<file path="config.mk">
export PLATFORM = sky130hd
export DESIGN_NAME = ysyx_22051086_wbu
export DESIGN_NICKNAME = d
export VERILOG_FILES = /design/src/rtl/ysyx_22051086_pkg.sv /design/src/rtl/ysyx_22051086_ld_ext.sv /design/src/rtl/ysyx_22051086_wbu.sv
export SDC_FILE = /design/constraint.sdc
export NUM_CORES = 1
export LEC_CHECK = 0
export CAP_MARGIN = 10
export CORE_AREA = 3 3 159 161
export CTS_CLUSTER_DIAMETER = 80
export CTS_CLUSTER_SIZE = 12
export DETAILED_ROUTE_END_ITERATION = 12
export DIE_AREA = 0 0 162 164
export GPL_TIMING_DRIVEN = 0
export SYNTH_ARGS = -nofsm -noshare
export SYNTH_HDL_FRONTEND = slang
export SYNTH_SLANG_ARGS = --single-unit
</file>
<file path="constraint.sdc">
create_clock -name clk -period 3.05 [get_ports clk]
set_clock_uncertainty 0.05 [all_clocks]
set_input_delay 0.7625 -clock clk [delete_from_list [all_inputs] [get_ports clk]]
set_output_delay 0.7625 -clock clk [all_outputs]
set_load 0.05 [all_outputs]
</file>
<file path="src/rtl/ysyx_22051086_pkg.sv">
// Shared types and constants for the ysyx_22051086 writeback stage.
package ysyx_22051086_pkg;

    localparam int XLEN    = 64;
    localparam int RADDR_W = 5;

    typedef enum logic [1:0] {
        WBU_IDLE     = 2'd0,
        WBU_WAIT_MEM = 2'd1,
        WBU_WRITE    = 2'd2
    } wbu_state_t;

    localparam logic [2:0] LD_LB  = 3'b000;
    localparam logic [2:0] LD_LH  = 3'b001;
    localparam logic [2:0] LD_LW  = 3'b010;
    localparam logic [2:0] LD_LD  = 3'b011;
    localparam logic [2:0] LD_LBU = 3'b100;
    localparam logic [2:0] LD_LHU = 3'b101;
    localparam logic [2:0] LD_LWU = 3'b110;

endpackage

</file>
<file path="src/rtl/ysyx_22051086_ld_ext.sv">
// Load data alignment: shift the raw doubleword down by the byte offset,
// then sign- or zero-extend according to the load funct3.
module ysyx_22051086_ld_ext
    import ysyx_22051086_pkg::*;
#(
    parameter int W = 64
) (
    input  logic [W-1:0] rdata_i,
    input  logic [2:0]   addr_lo_i,
    input  logic [2:0]   funct3_i,
    output logic [W-1:0] data_o
);

    logic [W-1:0] sh;

    always_comb begin
        // Bytes shifted in from above bit 63 read as zero.
        sh     = rdata_i >> {addr_lo_i, 3'b000};
        data_o = sh;
        case (funct3_i)
            LD_LB:   data_o = {{(W-8){sh[7]}},   sh[7:0]};
            LD_LH:   data_o = {{(W-16){sh[15]}}, sh[15:0]};
            LD_LW:   data_o = {{(W-32){sh[31]}}, sh[31:0]};
            LD_LBU:  data_o = {{(W-8){1'b0}},    sh[7:0]};
            LD_LHU:  data_o = {{(W-16){1'b0}},   sh[15:0]};
            LD_LWU:  data_o = {{(W-32){1'b0}},   sh[31:0]};
            default: data_o = sh;
        endcase
    end

endmodule

</file>
<file path="src/rtl/ysyx_22051086_wbu.sv">
// Writeback stage: retires ALU results next cycle, loads after the LSU response.
// Commit trace (commit_valid/commit_pc/instret) is built only with YSYX_22051086_COMMIT_TRACE_EN.
module ysyx_22051086_wbu
    import ysyx_22051086_pkg::*;
#(
    parameter int XLEN    = 64,
    parameter int RADDR_W = 5
) (
    input  logic               clk,
    input  logic               rst,
    input  logic               in_valid,
    output logic               in_ready,
    input  logic [XLEN-1:0]    in_pc,
    input  logic [RADDR_W-1:0] in_rd,
    input  logic               in_rd_wen,
    input  logic               in_is_load,
    input  logic [2:0]         in_ld_funct3,
    input  logic [2:0]         in_addr_lo,
    input  logic [XLEN-1:0]    in_alu_res,
    input  logic               lsu_rvalid,
    input  logic [XLEN-1:0]    lsu_rdata,
    output logic               rf_wen,
    output logic [RADDR_W-1:0] rf_waddr,
    output logic [XLEN-1:0]    rf_wdata,
    output logic               pend_valid,
    output logic [RADDR_W-1:0] pend_rd,
    output logic               commit_valid,
    output logic [XLEN-1:0]    commit_pc,
    output logic [63:0]        instret
);

    wbu_state_t         state_q, state_d;
    logic [RADDR_W-1:0] rd_q;
    logic               rd_wen_q;
    logic [2:0]         funct3_q;
    logic [2:0]         addr_lo_q;
    logic [RADDR_W-1:0] waddr_q;
    logic [XLEN-1:0]    wdata_q;
    logic [XLEN-1:0]    ld_data;
    logic               accept;
    logic               ld_done;
    logic               writes_rd;

    ysyx_22051086_ld_ext #(.W(XLEN)) u_ld_ext (
        .rdata_i   (lsu_rdata),
        .addr_lo_i (addr_lo_q),
        .funct3_i  (funct3_q),
        .data_o    (ld_data)
    );

    assign writes_rd = rd_wen_q && (rd_q != '0);

    always_comb begin
        state_d    = state_q;
        in_ready   = 1'b0;
        rf_wen     = 1'b0;
        pend_valid = 1'b0;
        accept     = 1'b0;
        ld_done    = 1'b0;
        case (state_q)
            WBU_IDLE: begin
                in_ready = 1'b1;
                accept   = in_valid;
                if (accept) state_d = in_is_load ? WBU_WAIT_MEM : WBU_WRITE;
            end
            WBU_WAIT_MEM: begin
                pend_valid = writes_rd;
                ld_done    = lsu_rvalid;
                if (ld_done) state_d = WBU_WRITE;
            end
            WBU_WRITE: begin
                in_ready   = 1'b1;
                rf_wen     = writes_rd;
                pend_valid = writes_rd;
                accept     = in_valid;
                if (accept) state_d = in_is_load ? WBU_WAIT_MEM : WBU_WRITE;
                else        state_d = WBU_IDLE;
            end
            default: state_d = WBU_IDLE;
        endcase
    end

    // rf_waddr/rf_wdata change only when an instruction enters WRITE, so they hold otherwise.
    always_ff @(posedge clk) begin
        if (rst) begin
            state_q   <= WBU_IDLE;
            rd_q      <= '0;
            rd_wen_q  <= 1'b0;
            funct3_q  <= '0;
            addr_lo_q <= '0;
            waddr_q   <= '0;
            wdata_q   <= '0;
        end else begin
            state_q <= state_d;
            if (accept) begin
                rd_q      <= in_rd;
                rd_wen_q  <= in_rd_wen;
                funct3_q  <= in_ld_funct3;
                addr_lo_q <= in_addr_lo;
                if (!in_is_load) begin
                    waddr_q <= in_rd;
                    wdata_q <= in_alu_res;
                end
            end else if (ld_done) begin
                waddr_q <= rd_q;
                wdata_q <= ld_data;
            end
        end
    end

    assign rf_waddr = waddr_q;
    assign rf_wdata = wdata_q;
    assign pend_rd  = rd_q;

`ifdef YSYX_22051086_COMMIT_TRACE_EN
    logic [XLEN-1:0] pc_q;
    logic [XLEN-1:0] commit_pc_q;
    logic [63:0]     instret_q;

    always_ff @(posedge clk) begin
        if (rst) begin
            pc_q        <= '0;
            commit_pc_q <= '0;
            instret_q   <= '0;
        end else begin
            if (accept) pc_q <= in_pc;
            if (accept && !in_is_load) commit_pc_q <= in_pc;
            else if (ld_done)          commit_pc_q <= pc_q;
            if (state_q == WBU_WRITE)  instret_q   <= instret_q + 64'd1;
        end
    end

    assign commit_valid = (state_q == WBU_WRITE);
    assign commit_pc    = commit_pc_q;
    assign instret      = instret_q;
`else
    logic unused_pc;
    assign unused_pc    = ^in_pc;
    assign commit_valid = 1'b0;
    assign commit_pc    = '0;
    assign instret      = '0;
`endif

endmodule
</file>
==> results.ini <==
[final_layout]
nNonClkBuffers=408
fillers=2498
seq_area_frac=0.1625
comb_cells=643
largest_reg_flops=64
regArea_um2=1662
buf_share=0.3367
clkbuf_count=13
drive_gt1_frac=0.2166

[power_and_ir_drop]
power_frac_comb=0.521
p_int_uw=2748
p_per_area_nw_per_um2=486.6
max-vdd-ir-drop_mv=0.2373
seq_power_uw=1310
p_total_uw=4976

[final_timing]
holdWs_ns=0.4039
post-route-period-util=0.9687
final.setup.tns_ns=0
maxSlewHeadroom=0.1616
period_needed_ns=2.954
slew_viol_final=0
finalSetupViolCount=0
setup_ws_ns=0.09558
finalHoldViolations=0

[synth]
edf_count=0
ys_top_cells_by_count=130 x buf_4, 121 x nand2_1, 85 x nor2_1
ys_seq_frac=0.2457
simple_gate_area_frac=0.1578
ys_cells=793
top_cell=buf_4
top_area_cell=dfxtp_1
synthCells=793
adder_share=0.007399
synth_cell_types=54
synthTopCellsByArea=dfxtp_1 25%, buf_4 14%, a2111oi_4 8.1%
ys_sh_mux=0.1641
ff_type=dfxtp_1
ys_sh_aoi=0.2397

[hold_path]
hold_path.class=reg2reg
min_path_cells=2

[critical_path]
crit_start=addr_lo_q[0]
cp-endpoint=rf_wdata[14]
cp_top_family=AND-OR/OR-AND gates
worstSetupPathType=reg2reg
arrival_ns=3.19
crit_top_cell=buf_2
regToRegStartpoint=addr_lo_q[0]

[clock_tree]
cts_root_buf=clkbuf_16
ctsHoldBuffers=0
cts_setup_buffers=2
cts.htree.levels=3

[floorplan]
dieArea_um2=26570
die_h_um=164
fp_util=0.2806
placementRows=57
boundaryPins=415
coreArea_um2=24110

[run_status]
status=completed

[global_routing]
grt_use_met2=0.3414
grt_util_met1=0.2598
grt_pass1_wl_mm=41.12
grt_pass1_vias=6552

[route]
num_vias=6796
antenna_left=0
drc=0
via_per_inst=4.583
drt_iter0_drc=473

[placement]
placed_area_um2=9852
place_congestion=0.9806
pre_cts_slack_ns=-0.6683

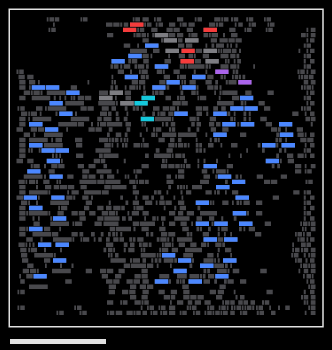
registers.png
Bar = 50 um. Other sequential cells in the stronger gray, the rest of the logic in the fainter gray.
Cyan stands for funct3_q, sequential cells 3. Blue stands for rf_wdata, sequential cells 64. Purple stands for state_q, sequential cells 2. Red stands for rf_waddr, sequential cells 5, where top middle.
Another 9 sequential cells are not colored.

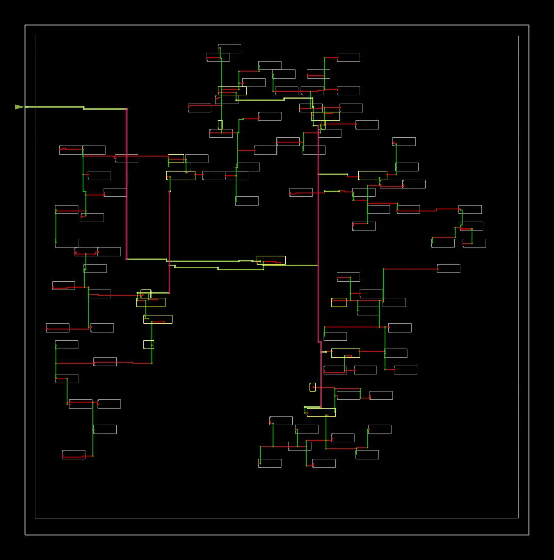
final_clocks.png
Clk. pwr: 1080 uW
CTS sink cnt: 83
Latency at later pin: 0.36 ns

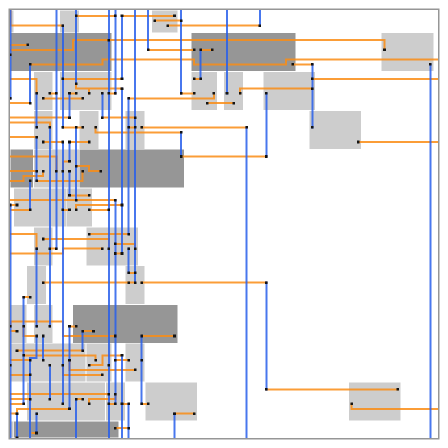
zoom.png
Region (106, 26) to (136, 56) um. Cells in gray, sequential cells in the stronger gray; small squares are vias.
Blue stands for met2. Orange stands for met1.
Most frequent: nand2_1 (9), clkdlybuf4s50_1 (6), dfxtp_1 (4). 32 logic cells have their middle in the window. Netlist names of flops here include rf_wdata (4). Sequential cells in the window: 4.

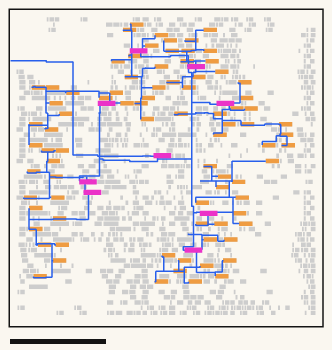
clock_map.png
Bar = 50 um.
Orange stands for flip-flops, count 83. Magenta stands for cells driving clock nets, count 9. Blue stands for clock wires, length 1340 um.
Position of the flops: spread over the die. There are 10 routed clock nets.
clock power share: 0.217

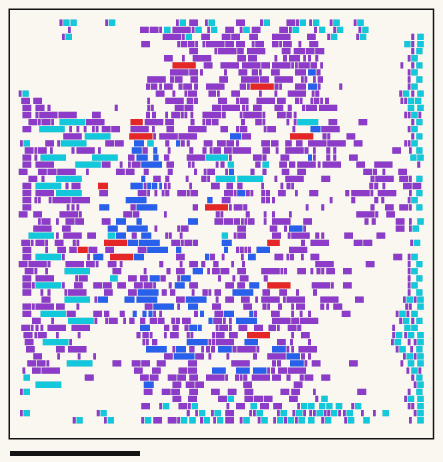
drive_strength.png
Bar = 50 um.
Red stands for drive 6 and up, cells 13, most used clkbuf_16. Blue stands for drive 2, cells 79, most used mux2_2. Purple stands for drive 1 or less, cells 908, most used clkdlybuf4s50_1. Cyan stands for drive 3 to 4, cells 159, most used buf_4.

Power figures rest on the tool's default switching activity, not on a simulated workload.
